Figure 1. Sequential cells grouped by signal name (run 1).
Other sequential cells in the stronger gray, the rest of the logic in the fainter gray.
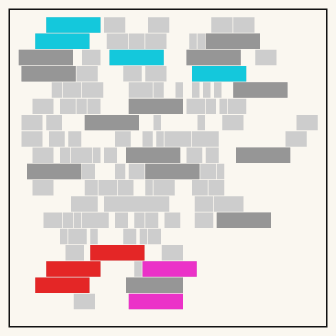
Figure 2. Routed clock nets over the placement (run 1).
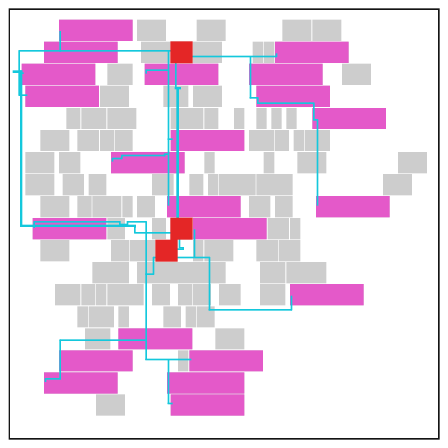
Figure 3. Floorplan with the power grid (run 1).
Pins as bars on the die edge. Tap cells in gray.
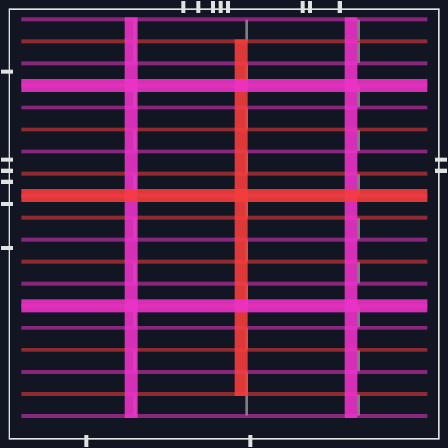
`src/rtl/seq_divider_if.sv`:
```
// Start/done handshake and operand/result bundle for the iterative divider.
// The divider takes the slave modport; the requester drives the master modport.
interface seq_divider_if #(
    parameter int DIVIDEND_W = 4,
    parameter int DIVISOR_W  = 2
) ();
    logic                  start;
    logic [DIVIDEND_W-1:0] dividend;
    logic [DIVISOR_W-1:0]  divisor;
    logic                  ready;
    logic                  done;
    logic [DIVIDEND_W-1:0] quotient;
    logic [DIVISOR_W-1:0]  remainder;
    logic                  div_by_zero;

    modport master (
        output start, dividend, divisor,
        input  ready, done, quotient, remainder, div_by_zero
    );

    modport slave (
        input  start, dividend, divisor,
        output ready, done, quotient, remainder, div_by_zero
    );
endinterface

```
`src/rtl/seq_divider.sv`:
```
// Iterative restoring unsigned divider, one quotient bit per clock.
// Optional macro DIV_ZERO_FAST_EN: a zero divisor skips the iterations entirely.
module seq_divider #(
    parameter int DIVIDEND_W = 4,
    parameter int DIVISOR_W  = 2
) (
    input  logic          clk,
    input  logic          rst_n,
    seq_divider_if.slave  bus
);
    localparam int CNT_W = $clog2(DIVIDEND_W + 1);

    typedef enum logic [1:0] {IDLE, BUSY, DONE} state_e;

    state_e                state_q,     state_d;
    logic [DIVISOR_W:0]    rem_q,       rem_d;
    logic [DIVIDEND_W-1:0] shreg_q,     shreg_d;
    logic [DIVISOR_W-1:0]  dsr_q,       dsr_d;
    logic [CNT_W-1:0]      count_q,     count_d;
    logic                  ready_q,     ready_d;
    logic                  done_q,      done_d;
    logic [DIVIDEND_W-1:0] quotient_q,  quotient_d;
    logic [DIVISOR_W-1:0]  remainder_q, remainder_d;
    logic                  dbz_q,       dbz_d;

    logic [DIVISOR_W:0]    rem_shift;
    logic                  accept;
    logic                  dsr_zero;

    always_comb begin
        // NOTE: every variable gets a default first so no path leaves one unassigned (no latches).
        state_d     = state_q;
        rem_d       = rem_q;
        shreg_d     = shreg_q;
        dsr_d       = dsr_q;
        count_d     = count_q;
        done_d      = 1'b0;
        quotient_d  = quotient_q;
        remainder_d = remainder_q;
        dbz_d       = dbz_q;

        rem_shift = {rem_q[DIVISOR_W-1:0], shreg_q[DIVIDEND_W-1]};
        accept    = bus.start && (state_q != BUSY);
        dsr_zero  = (dsr_q == '0);

        // Results publish on leaving DONE, before a back-to-back accept overwrites the datapath.
        if (state_q == DONE) begin
            done_d      = 1'b1;
            quotient_d  = dsr_zero ? '1 : shreg_q;
            remainder_d = dsr_zero ? '0 : rem_q[DIVISOR_W-1:0];
            dbz_d       = dsr_zero;
        end

        case (state_q)
            IDLE, DONE: begin
                state_d = IDLE;
                if (accept) begin
                    shreg_d = bus.dividend;
                    dsr_d   = bus.divisor;
                    rem_d   = '0;
                    count_d = CNT_W'(DIVIDEND_W);
                    state_d = BUSY;
`ifdef DIV_ZERO_FAST_EN
                    if (bus.divisor == '0) state_d = DONE;
`endif
                end
            end
            BUSY: begin
                // The dividend drains out of the top of shreg while quotient bits fill the bottom.
                if (rem_shift >= {1'b0, dsr_q}) begin
                    rem_d   = rem_shift - {1'b0, dsr_q};
                    shreg_d = {shreg_q[DIVIDEND_W-2:0], 1'b1};
                end else begin
                    rem_d   = rem_shift;
                    shreg_d = {shreg_q[DIVIDEND_W-2:0], 1'b0};
                end
                count_d = count_q - CNT_W'(1);
                if (count_q == CNT_W'(1)) state_d = DONE;
            end
            default: state_d = IDLE;
        endcase

        ready_d = (state_d != BUSY);
    end

    // NOTE: sequential state uses non-blocking assignments so all flops update from pre-edge values.
    always_ff @(posedge clk or negedge rst_n) begin
        if (!rst_n) begin
            state_q     <= IDLE;
            rem_q       <= '0;
            shreg_q     <= '0;
            dsr_q       <= '0;
            count_q     <= '0;
            ready_q     <= 1'b1;
            done_q      <= 1'b0;
            quotient_q  <= '0;
            remainder_q <= '0;
            dbz_q       <= 1'b0;
        end else begin
            state_q     <= state_d;
            rem_q       <= rem_d;
            shreg_q     <= shreg_d;
            dsr_q       <= dsr_d;
            count_q     <= count_d;
            ready_q     <= ready_d;
            done_q      <= done_d;
            quotient_q  <= quotient_d;
            remainder_q <= remainder_d;
            dbz_q       <= dbz_d;
        end
    end

    assign bus.ready       = ready_q;
    assign bus.done        = done_q;
    assign bus.quotient    = quotient_q;
    assign bus.remainder   = remainder_q;
    assign bus.div_by_zero = dbz_q;
endmodule
```
`src/flat_wrapper.sv`:
```
// flat-port wrapper written by rule: the top's interface ports become plain ports
module seq_divider_flat 
#(
    parameter int DIVIDEND_W = 4,
    parameter int DIVISOR_W  = 2
)
  (clk, rst_n, bus_start, bus_dividend, bus_divisor, bus_ready, bus_done, bus_quotient, bus_remainder, bus_div_by_zero);
  seq_divider_if #(.DIVIDEND_W(DIVIDEND_W), .DIVISOR_W(DIVISOR_W)) bus_i ();
  input  logic clk;
  input  logic rst_n;
  input wire logic [$bits(bus_i.start)-1:0] bus_start;
  input wire logic [$bits(bus_i.dividend)-1:0] bus_dividend;
  input wire logic [$bits(bus_i.divisor)-1:0] bus_divisor;
  output wire logic [$bits(bus_i.ready)-1:0] bus_ready;
  output wire logic [$bits(bus_i.done)-1:0] bus_done;
  output wire logic [$bits(bus_i.quotient)-1:0] bus_quotient;
  output wire logic [$bits(bus_i.remainder)-1:0] bus_remainder;
  output wire logic [$bits(bus_i.div_by_zero)-1:0] bus_div_by_zero;
  assign bus_i.start = bus_start;
  assign bus_i.dividend = bus_dividend;
  assign bus_i.divisor = bus_divisor;
  assign bus_ready = bus_i.ready;
  assign bus_done = bus_i.done;
  assign bus_quotient = bus_i.quotient;
  assign bus_remainder = bus_i.remainder;
  assign bus_div_by_zero = bus_i.div_by_zero;
  seq_divider #(.DIVIDEND_W(DIVIDEND_W), .DIVISOR_W(DIVISOR_W)) u_core (.clk(clk), .rst_n(rst_n), .bus(bus_i));
endmodule
```
`config.mk`:
```
export PLATFORM = sky130hd
export DESIGN_NAME = seq_divider_flat
export DESIGN_NICKNAME = d
export VERILOG_FILES = /design/src/rtl/seq_divider_if.sv /design/src/rtl/seq_divider.sv /design/src/flat_wrapper.sv
export SDC_FILE = /design/constraint.sdc
export NUM_CORES = 1
export LEC_CHECK = 0
export CORE_UTILIZATION = 40
export CTS_CLUSTER_SIZE = 24
export DETAILED_ROUTE_END_ITERATION = 6
export PLACE_DENSITY = 0.7
export SYNTH_ARGS = -nofsm -noshare
export SYNTH_HDL_FRONTEND = slang
export SYNTH_SLANG_ARGS = --single-unit
export TNS_END_PERCENT = 100
```
`constraint.sdc`:
```
create_clock -name clk -period 4.3 [get_ports clk]
set_input_delay 0.645 -clock clk [delete_from_list [all_inputs] [get_ports clk]]
set_output_delay 0.645 -clock clk [all_outputs]
set_load 0.05 [all_outputs]
```
==> flow.log, run 1 <==
[flow] summary of implementation run
[metrics] GR peak layer: met2
[metrics] CTS clock-pin slew for the worst setup and hold paths: 120 ps
[metrics] GRT overflow: 0
[metrics] Reg area: approximately 550 sq um
[metrics] crit path DRT: around 3700 ps
[metrics] buffer count from post-CTS setup fixing: 0
[metrics] Syn-to-layout area delta: 23.5%
[metrics] total via count in the routed design: 764
[metrics] initial antenna violation count: 0
[metrics] Yosys Warn Count: 0
[metrics] Post-synth mux share: 0.0400
[metrics] number of non-clock buffers in the layout: 17
[metrics] number of nets at floorplan: 106
[metrics] number of top-level pins: 18
[metrics] Worst Setup Path Type: register to primary output
[metrics] adder-cell share of the synthesized area: 0.0484
[metrics] gate count after technology mapping: ~93
[metrics] cts repair resizes: 0
[metrics] Final Hold Viols: 0
[metrics] Critical Path AT: 1640 ps
[metrics] Commonest Layout Cell: dfrtp_1
[metrics] pin count of the biggest net entering global routing: 23
[metrics] count of cell types in the netlist: 33
[metrics] die area: approximately 2800 sq um
[metrics] data-path buffer share of cell area in the final layout: 0.133
[metrics] share of post-route cells with drive strength above 1: 0.0811
[metrics] fraction of the mapped netlist area in compound gates: 0.189
[metrics] CTS sink cnt: 22
[metrics] metal1 wirelength: 850 um
[metrics] netlist area before placement: 1030 sq um
[metrics] power in sequential cells: just over 400 uW
[metrics] portion of total power attributed to combinational logic: 0.486
[metrics] main flop type: dfrtp_1
[metrics] Critical path buffers and inverters: 1
[metrics] count of input and output buffers: 17
[metrics] cell kind with the greatest summed area: flip-flops and latches
[metrics] fraction of standard cell area in multi-input logic: 0.346
[metrics] most numerous cell in the Yosys netlist: dfrtp_1
[metrics] Largest stage delay, worst path: 790 ps
[metrics] critical register-to-register path startpoint: u_core.dsr_q[1]
[metrics] Cell Rows: 18
[metrics] met1 layer usage reported by global route: 0.212
[metrics] Sw Pwr: 456 uW
[metrics] path type of the worst min-delay path: register to register
[metrics] most frequent cells in the layout: dfrtp_1 (21), clkdlybuf4s50_1 (17), nor2_1 (7), inv_1 (6)
[metrics] cell-by-cell trace of the critical path: clkdlybuf4s50_1
[metrics] Sw Ratio: 0.417
[metrics] cell count in the Yosys report: just over 90
[metrics] minimum clock period: 2280 ps
[metrics] met2 GRT Util: 0.243
[metrics] Final Wtd Congestion: 0.812
[metrics] iteration count of the initial detailed-routing pass: 4
[metrics] antenna cell count: 0
[metrics] Flops after synth: 22
[metrics] Top cells by area: dfrtp_1 (51%), ha_1 (4.8%), nor2b_1 (3.0%), mux2i_1 (2.9%), a211oi_1 (2.9%)
[metrics] combinational gate count: 62
[metrics] final-layout setup total negative slack: 0 ps
[metrics] Commonest cells post-synth: dfrtp_1 (21), nor2_1 (7), inv_1 (6)
[metrics] Fmax achieved: between 0.4 and 0.5 GHz
[metrics] top power consumer group: combinational cells
[metrics] slew at the pin with the worst max-slew slack: 970 ps
[metrics] dpl cell area: about 1200 sq um
[metrics] fraction of registers with async set or reset after synthesis: 1.00
[metrics] worst skew pair latency: 310 ps
[metrics] num tapcells: 30
[metrics] outcome: finished clean
[metrics] CP Launch Type: register
[metrics] Yosys Chip Area: between 1000 and 1500 sq um
[metrics] H-tree depth reported by CTS: 1
[metrics] number of buffers inserted during clock tree synthesis: 3
[metrics] per-cell routed wire length: 13.2 um
[metrics] number of hold buffers added after cts: 0
[metrics] Inverters excl. clock: 6
[metrics] top-area cell type share of the netlist area: 0.508
[metrics] part of the power in registers: 0.370
[metrics] maximum capacitance violations: 0
[metrics] vias per inst: between 5 and 6
[metrics] placed cells: 137
[metrics] largest area contributor in the synthesized netlist: dfrtp_1
[metrics] Final #Nets: 125
[metrics] internal power component: 638 uW
[metrics] part of the Yosys area used for sequential elements: 0.534
[metrics] syn avg cell area: 11.1 sq um
[metrics] floorplan-stage core utilization: 0.421
[metrics] DRC violation count after routing: 0
[metrics] Clock Network Area Fraction: 0.0412
[metrics] Antenna Nets Post-Route: 0
[metrics] overall power: 1.09 mW
[metrics] post-synth tally of flip-flops with integrated enable: 0
[metrics] CTS tree: built
[metrics] wire length of the first global-routing pass: 3080 um
[metrics] highest routed metal layer: met4
[metrics] power per cell area: 857 nW/um^2
[metrics] met3 Resource Use GR: 0.0261
[metrics] yosys simple share: 0.142
[metrics] CTS root buffer: clkbuf_4
[metrics] stage-log warning count: 27
[metrics] PnR worst setup slack: 2020 ps
[metrics] remaining max-slew budget at the tightest pin: 0.351
[metrics] number of DRC markers after the initial detailed-route iteration: 20
[metrics] P_leak: about 0.54 nW
[metrics] Setup Viol. Count Final: 0
[metrics] DP HPWL: 1340 um
[metrics] post-route design area: 1280 sq um
[metrics] Met2 Wirelength: 915 um
[metrics] kind of end point of the critical path: primary output
[metrics] top comb family, area: AND-OR/OR-AND gates
[metrics] Worst Hold Slack: 490 ps
[metrics] combinational group power: 532 uW
[metrics] CP top delay family: buffers and inverters
[metrics] RSZ-0062 raised after global routing: false
[metrics] tally of clock buffers in the finished layout: 3
[metrics] Combinational Area: 442 sq um
[metrics] start point of the worst min-delay path: u_core.bus.div_by_zero
[metrics] slowest stage cell, crit path: clkdlybuf4s50_1
[metrics] number of pins with negative max-slew slack in the final report: 0
[metrics] via count of the first global-routing pass: ~660
[metrics] total length of routed wires: approximately 1900 um
Notes on Figure 1 above:
Magenta marks u_core.state_q, placed flops 2. Red marks u_core.count_q, placed flops 3. Cyan marks u_core.bus.quotient, placed flops 4.
Another 13 sequential cells are not colored.
flip-flop and latch share of the layout cell area: 0.432
Core Util, Final: 0.520

Notes on Figure 2 above:
Magenta marks flip-flops, count 22. Cyan marks clock wires, length 259 um. Red marks clock drivers, count 3.
There are 4 routed clock nets.
Clk network pwr share: 0.144
Power Clock: 157 uW

Notes on Figure 3 above:
Red marks VDD. Magenta marks VSS.
3 straps on met4. 18 signal pins sit on the boundary.
worst IR drop on VDD: 0.000596 V
placeable core region: 2450 sq um
die span in x: 52.8 um
die height: 52.8 um

[run 1: state kept, by name, indices dropped and copies added (netlist names)]
signal	count
u_core.bus.quotient	4
u_core.shreg_q	4
u_core.count_q	3
u_core.bus.remainder	2
u_core.dsr_q	2
u_core.rem_q	2
u_core.state_q	2
u_core.bus.div_by_zero	1
u_core.bus.done	1
u_core.bus.ready	1
[run 1: worst paths after layout]
path / end / slack (ps) / cells after the start
max: bus_ready / 2020 / 1
min: u_core.bus.div_by_zero / 490 / 2
max reg2reg: u_core.rem_q[0] / 2590 / 5
min reg2reg: u_core.bus.div_by_zero / 490 / 2
max in group asynchronous: u_core.bus.quotient[1] / 2850 / 1
min in group asynchronous: u_core.count_q[1] / 860 / 1
## Run 2: what changed since run 1
--- a/config.mk
+++ b/config.mk
@@ -8,7 +8,7 @@
 export CORE_UTILIZATION = 40
 export CTS_CLUSTER_SIZE = 24
 export DETAILED_ROUTE_END_ITERATION = 6
-export PLACE_DENSITY = 0.7
+export PLACE_DENSITY = 0.73
 export SYNTH_ARGS = -nofsm -noshare
 export SYNTH_HDL_FRONTEND = slang
 export SYNTH_SLANG_ARGS = --single-unit
==> constraint.sdc (replaced) <==
create_clock -name clk -period 2.06 [get_ports clk]
set_input_delay 0.309 -clock clk [delete_from_list [all_inputs] [get_ports clk]]
set_output_delay 0.309 -clock clk [all_outputs]
set_load 0.05 [all_outputs]
==> flow.log, run 2 <==
[flow] summary of implementation run
[metrics] top-area cell type share of the netlist area: 0.508 (unchanged)
[metrics] Largest stage delay, worst path: 790 ps (about the same)
[metrics] count of cell types in the netlist: 33 (unchanged)
[metrics] pin count of the biggest net entering global routing: 23 (unchanged)
[metrics] critical register-to-register path startpoint: u_core.dsr_q[1] (unchanged)
[metrics] path type of the worst min-delay path: primary input to asynchronous set/reset pin (was register to register)
[metrics] slew at the pin with the worst max-slew slack: 520 ps (was 970 ps)
[metrics] timing endpoint of the critical path: bus_ready (unchanged)
[metrics] CTS clock-pin slew for the worst setup and hold paths: 120 ps (about the same)
[metrics] post-synth tally of flip-flops with integrated enable: 0 (unchanged)
[metrics] cell count in the Yosys report: 93 (unchanged)
[metrics] stage-log warning count: 27 (unchanged)
[metrics] metal1 wirelength: 974 um (was 850 um)
[metrics] post-synthesis share of cell area spent on xor and xnor gates: 0.00847 (unchanged)
[metrics] number of top-level pins: 18 (unchanged)
[metrics] die area: 2790 sq um (unchanged)
[metrics] count of input and output buffers: 17 (unchanged)
[metrics] fraction of registers with async set or reset after synthesis: 1.00 (unchanged)
[metrics] wire length of the first global-routing pass: 3370 um (was 3080 um)
[metrics] Sw Ratio: 0.444 (was 0.417)
[metrics] dpl cell area: 1240 sq um (was 1220 sq um)
[metrics] top power consumer group: combinational cells (unchanged)
[metrics] Post-synth mux share: 0.0400 (unchanged)
[metrics] vias per inst: 5.38 (was 5.42)
[metrics] top comb family, area: AND-OR/OR-AND gates (unchanged)
[metrics] path depth of the worst reg2reg path: 5 (unchanged)
[metrics] met2 GRT Util: 0.259 (was 0.243)
[metrics] cycle use final: 0.929
[metrics] Worst Setup Path Type: register to primary output (unchanged)
[metrics] GRT overflow: 0 (unchanged)
[metrics] total global-route track usage: 0.173 (was 0.158)
[metrics] total via count in the routed design: 769 (was 764)
[metrics] remaining max-slew budget at the tightest pin: 0.652 (was 0.351)
[metrics] antenna cell count: 0 (unchanged)
[metrics] outcome: finished clean (unchanged)
[metrics] CTS sink cnt: 22 (unchanged)
[metrics] CP Launch Type: register (unchanged)
[metrics] number of DRC markers after the initial detailed-route iteration: 9 (was 20)
[metrics] end of the worst register-to-register path: u_core.rem_q[0] (unchanged)
[metrics] total length of routed met3 wires: 54 um (was 51 um)
[metrics] highest routed metal layer: met4 (unchanged)
[metrics] number of buffers inserted during clock tree synthesis: 3 (unchanged)
[metrics] share of post-route cells with drive strength above 1: 0.0885 (was 0.0811)
[metrics] Yosys Chip Area: 1030 sq um (unchanged)
[metrics] syn avg cell area: 11.1 sq um (unchanged)
[metrics] gate count after technology mapping: 93 (unchanged)
[metrics] die span in x: 52.8 um (unchanged)
[metrics] setup slack of the worst register-to-register path: 310 ps (was 2590 ps)
[metrics] most frequent cells in the layout: dfrtp_1 (21), clkdlybuf4s50_1 (17), nor2_1 (7), inv_1 (6) (unchanged)
[metrics] initial antenna violation count: 0 (unchanged)
[metrics] iteration count of the initial detailed-routing pass: 4 (unchanged)
[metrics] slowest stage cell, crit path: clkdlybuf4s50_1 (unchanged)
[metrics] CTS root buffer: clkbuf_4 (unchanged)
[metrics] total length of routed wires: 2060 um (was 1860 um)
[metrics] power in sequential cells: 858 uW (was 404 uW)
[metrics] worst IR drop on VDD: 0.000904 V (was 0.000596 V)
[metrics] die height: 52.8 um (unchanged)
[metrics] floorplan-stage core utilization: 0.421 (unchanged)
[metrics] met1 layer usage reported by global route: 0.230 (was 0.212)
[metrics] Commonest Layout Cell: dfrtp_1 (unchanged)
[metrics] most numerous cell in the Yosys netlist: dfrtp_1 (unchanged)
[metrics] per-cell routed wire length: 14.4 um (was 13.2 um)
[metrics] Final #Nets: 127 (was 125)
[metrics] internal power component: 1.21 mW (was 638 uW)
[metrics] portion of total power attributed to combinational logic: 0.517 (was 0.486)
[metrics] H-tree depth reported by CTS: 1 (unchanged)
[metrics] P_leak: 0.541 nW (was 0.544 nW)
[metrics] DP HPWL: 1500 um (was 1340 um)
[metrics] kind of end point of the critical path: primary output (unchanged)
[metrics] largest area contributor in the synthesized netlist: dfrtp_1 (unchanged)
[metrics] number of pins with negative max-slew slack in the final report: 0 (unchanged)
[metrics] placeable core region: 2450 sq um (unchanged)
[metrics] RSZ-0062 raised after global routing: false (unchanged)
[metrics] Final Wtd Congestion: 0.841 (was 0.812)
[metrics] final-layout setup total negative slack: 0 ps (unchanged)
[metrics] part of the Yosys area used for sequential elements: 0.534 (unchanged)
[metrics] minimum clock period: 1910 ps
[metrics] maximum clock path buffer count: 2 (unchanged)
[metrics] number of hold buffers added after cts: 0 (unchanged)
[metrics] CP top delay family: buffers and inverters (unchanged)
[metrics] crit path DRT: 1750 ps (was 3650 ps)
[metrics] Commonest cells post-synth: dfrtp_1 (21), nor2_1 (7), inv_1 (6) (unchanged)
[metrics] via count of the first global-routing pass: 734 (was 657)
[metrics] Critical path buffers and inverters: 1 (unchanged)
[metrics] power per cell area: 1730 nW/um^2 (was 857 nW/um^2)
[metrics] Final Hold Viols: 0 (unchanged)
[metrics] GR peak layer: met2 (unchanged)
[metrics] fraction of the mapped netlist area in compound gates: 0.189 (unchanged)
[metrics] Flops after synth: 22 (unchanged)
[metrics] crit path from: u_core.bus.ready (unchanged)
[metrics] number of cells on the critical path: 1 (unchanged)
[metrics] yosys simple share: 0.142 (unchanged)
[metrics] netlist area before placement: 1030 sq um (unchanged)
[metrics] Top cells by area: dfrtp_1 (51%), ha_1 (4.8%), nor2b_1 (3.0%), mux2i_1 (2.9%), a211oi_1 (2.9%) (unchanged)
[metrics] DRC violation count after routing: 0 (unchanged)
[metrics] Met2 Wirelength: 1010 um (was 915 um)
[metrics] met3 Resource Use GR: 0.0261 (unchanged)
[metrics] adder-cell share of the synthesized area: 0.0484 (unchanged)
[metrics] main flop type: dfrtp_1 (unchanged)
[metrics] Yosys Warn Count: 0 (unchanged)
[metrics] cts repair resizes: 0 (unchanged)
[metrics] maximum capacitance violations: 0 (unchanged)
[metrics] Sw Pwr: 971 uW (was 456 uW)
[metrics] Critical Path AT: 1600 ps (was 1640 ps)
[metrics] Antenna Nets Post-Route: 0 (unchanged)
[metrics] buffer count from post-CTS setup fixing: 0 (unchanged)
[metrics] Setup Viol. Count Final: 0 (unchanged)
[metrics] combinational group power: 1.13 mW (was 532 uW)
[metrics] part of the power in registers: 0.393 (was 0.370)
[metrics] number of nets at floorplan: 106 (unchanged)
[metrics] CTS tree: built (unchanged)
[metrics] top fanout value on the critical path: 1 (unchanged)
[metrics] cell-by-cell trace of the critical path: clkdlybuf4s50_1 (unchanged)
[metrics] Fmax achieved: 0.523 GHz
[metrics] Syn-to-layout area delta: 22.4% (was 23.5%)
run 2: per-stage QoR:
stage | total power [mW] | instances | util | hold slack (ps) | worst slack (ps)
global placement | 1.94 | 139 | 0.505 | 466 | 353
finish | 2.18 | 143 | 0.515 | 341 | 147
CTS | 2.21 | 143 | 0.515 | 343 | 123
global route | 2.34 | 143 | 0.515 | 366 | 94.1
floorplan | 1.66 | 93 | - | 13.4 | 457
detailed placement | 2.00 | 139 | 0.505 | 476 | 313
run 2: final cells by class:
| type | count | area, sq um |
|---|---|---|
| Clock buffer | 4 | 26.3 |
| Fill cell | 233 | 1190 |
| Inverter | 6 | 22.5 |
| Multi-Input combinational cell | 62 | 442 |
| Sequential cell | 22 | 552 |
| Tap cell | 30 | 37.5 |
| Timing Repair Buffer | 19 | 185 |
Figure 4. Routed clock nets over the placement (run 2).
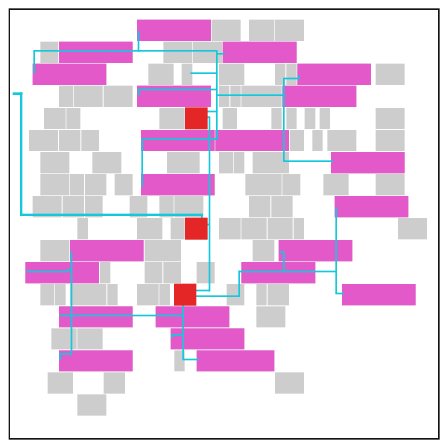
Cyan marks clock wires, length 249 um. Red marks clock drivers, count 3. Magenta marks flip-flops, count 22.
Position of the flops: spread over the die.
worst skew pair latency: 300 ps
Clk network pwr share: 0.090
clock skew: 12.1 ps
Power Clock: 196 uW

Figure 5. Placed cells, one color a class (run 2).
The bar under the picture is 20 um long.
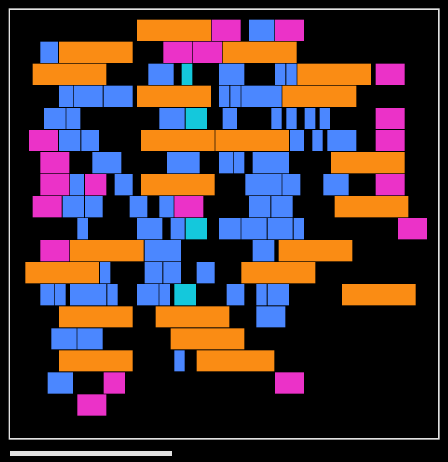
Magenta marks remaining buffers and delay cells, cells 19. Blue marks combinational and other logic, cells 68. Orange marks sequential cells, cells 22. Cyan marks clock drivers and dummy loads, cells 4.
post-route design area: 1260 sq um
Core Util, Final: 0.515
flip-flop and latch share of the layout cell area: 0.436
Cell Rows: 18

Power figures rest on the tool's default switching activity, not on a simulated workload.
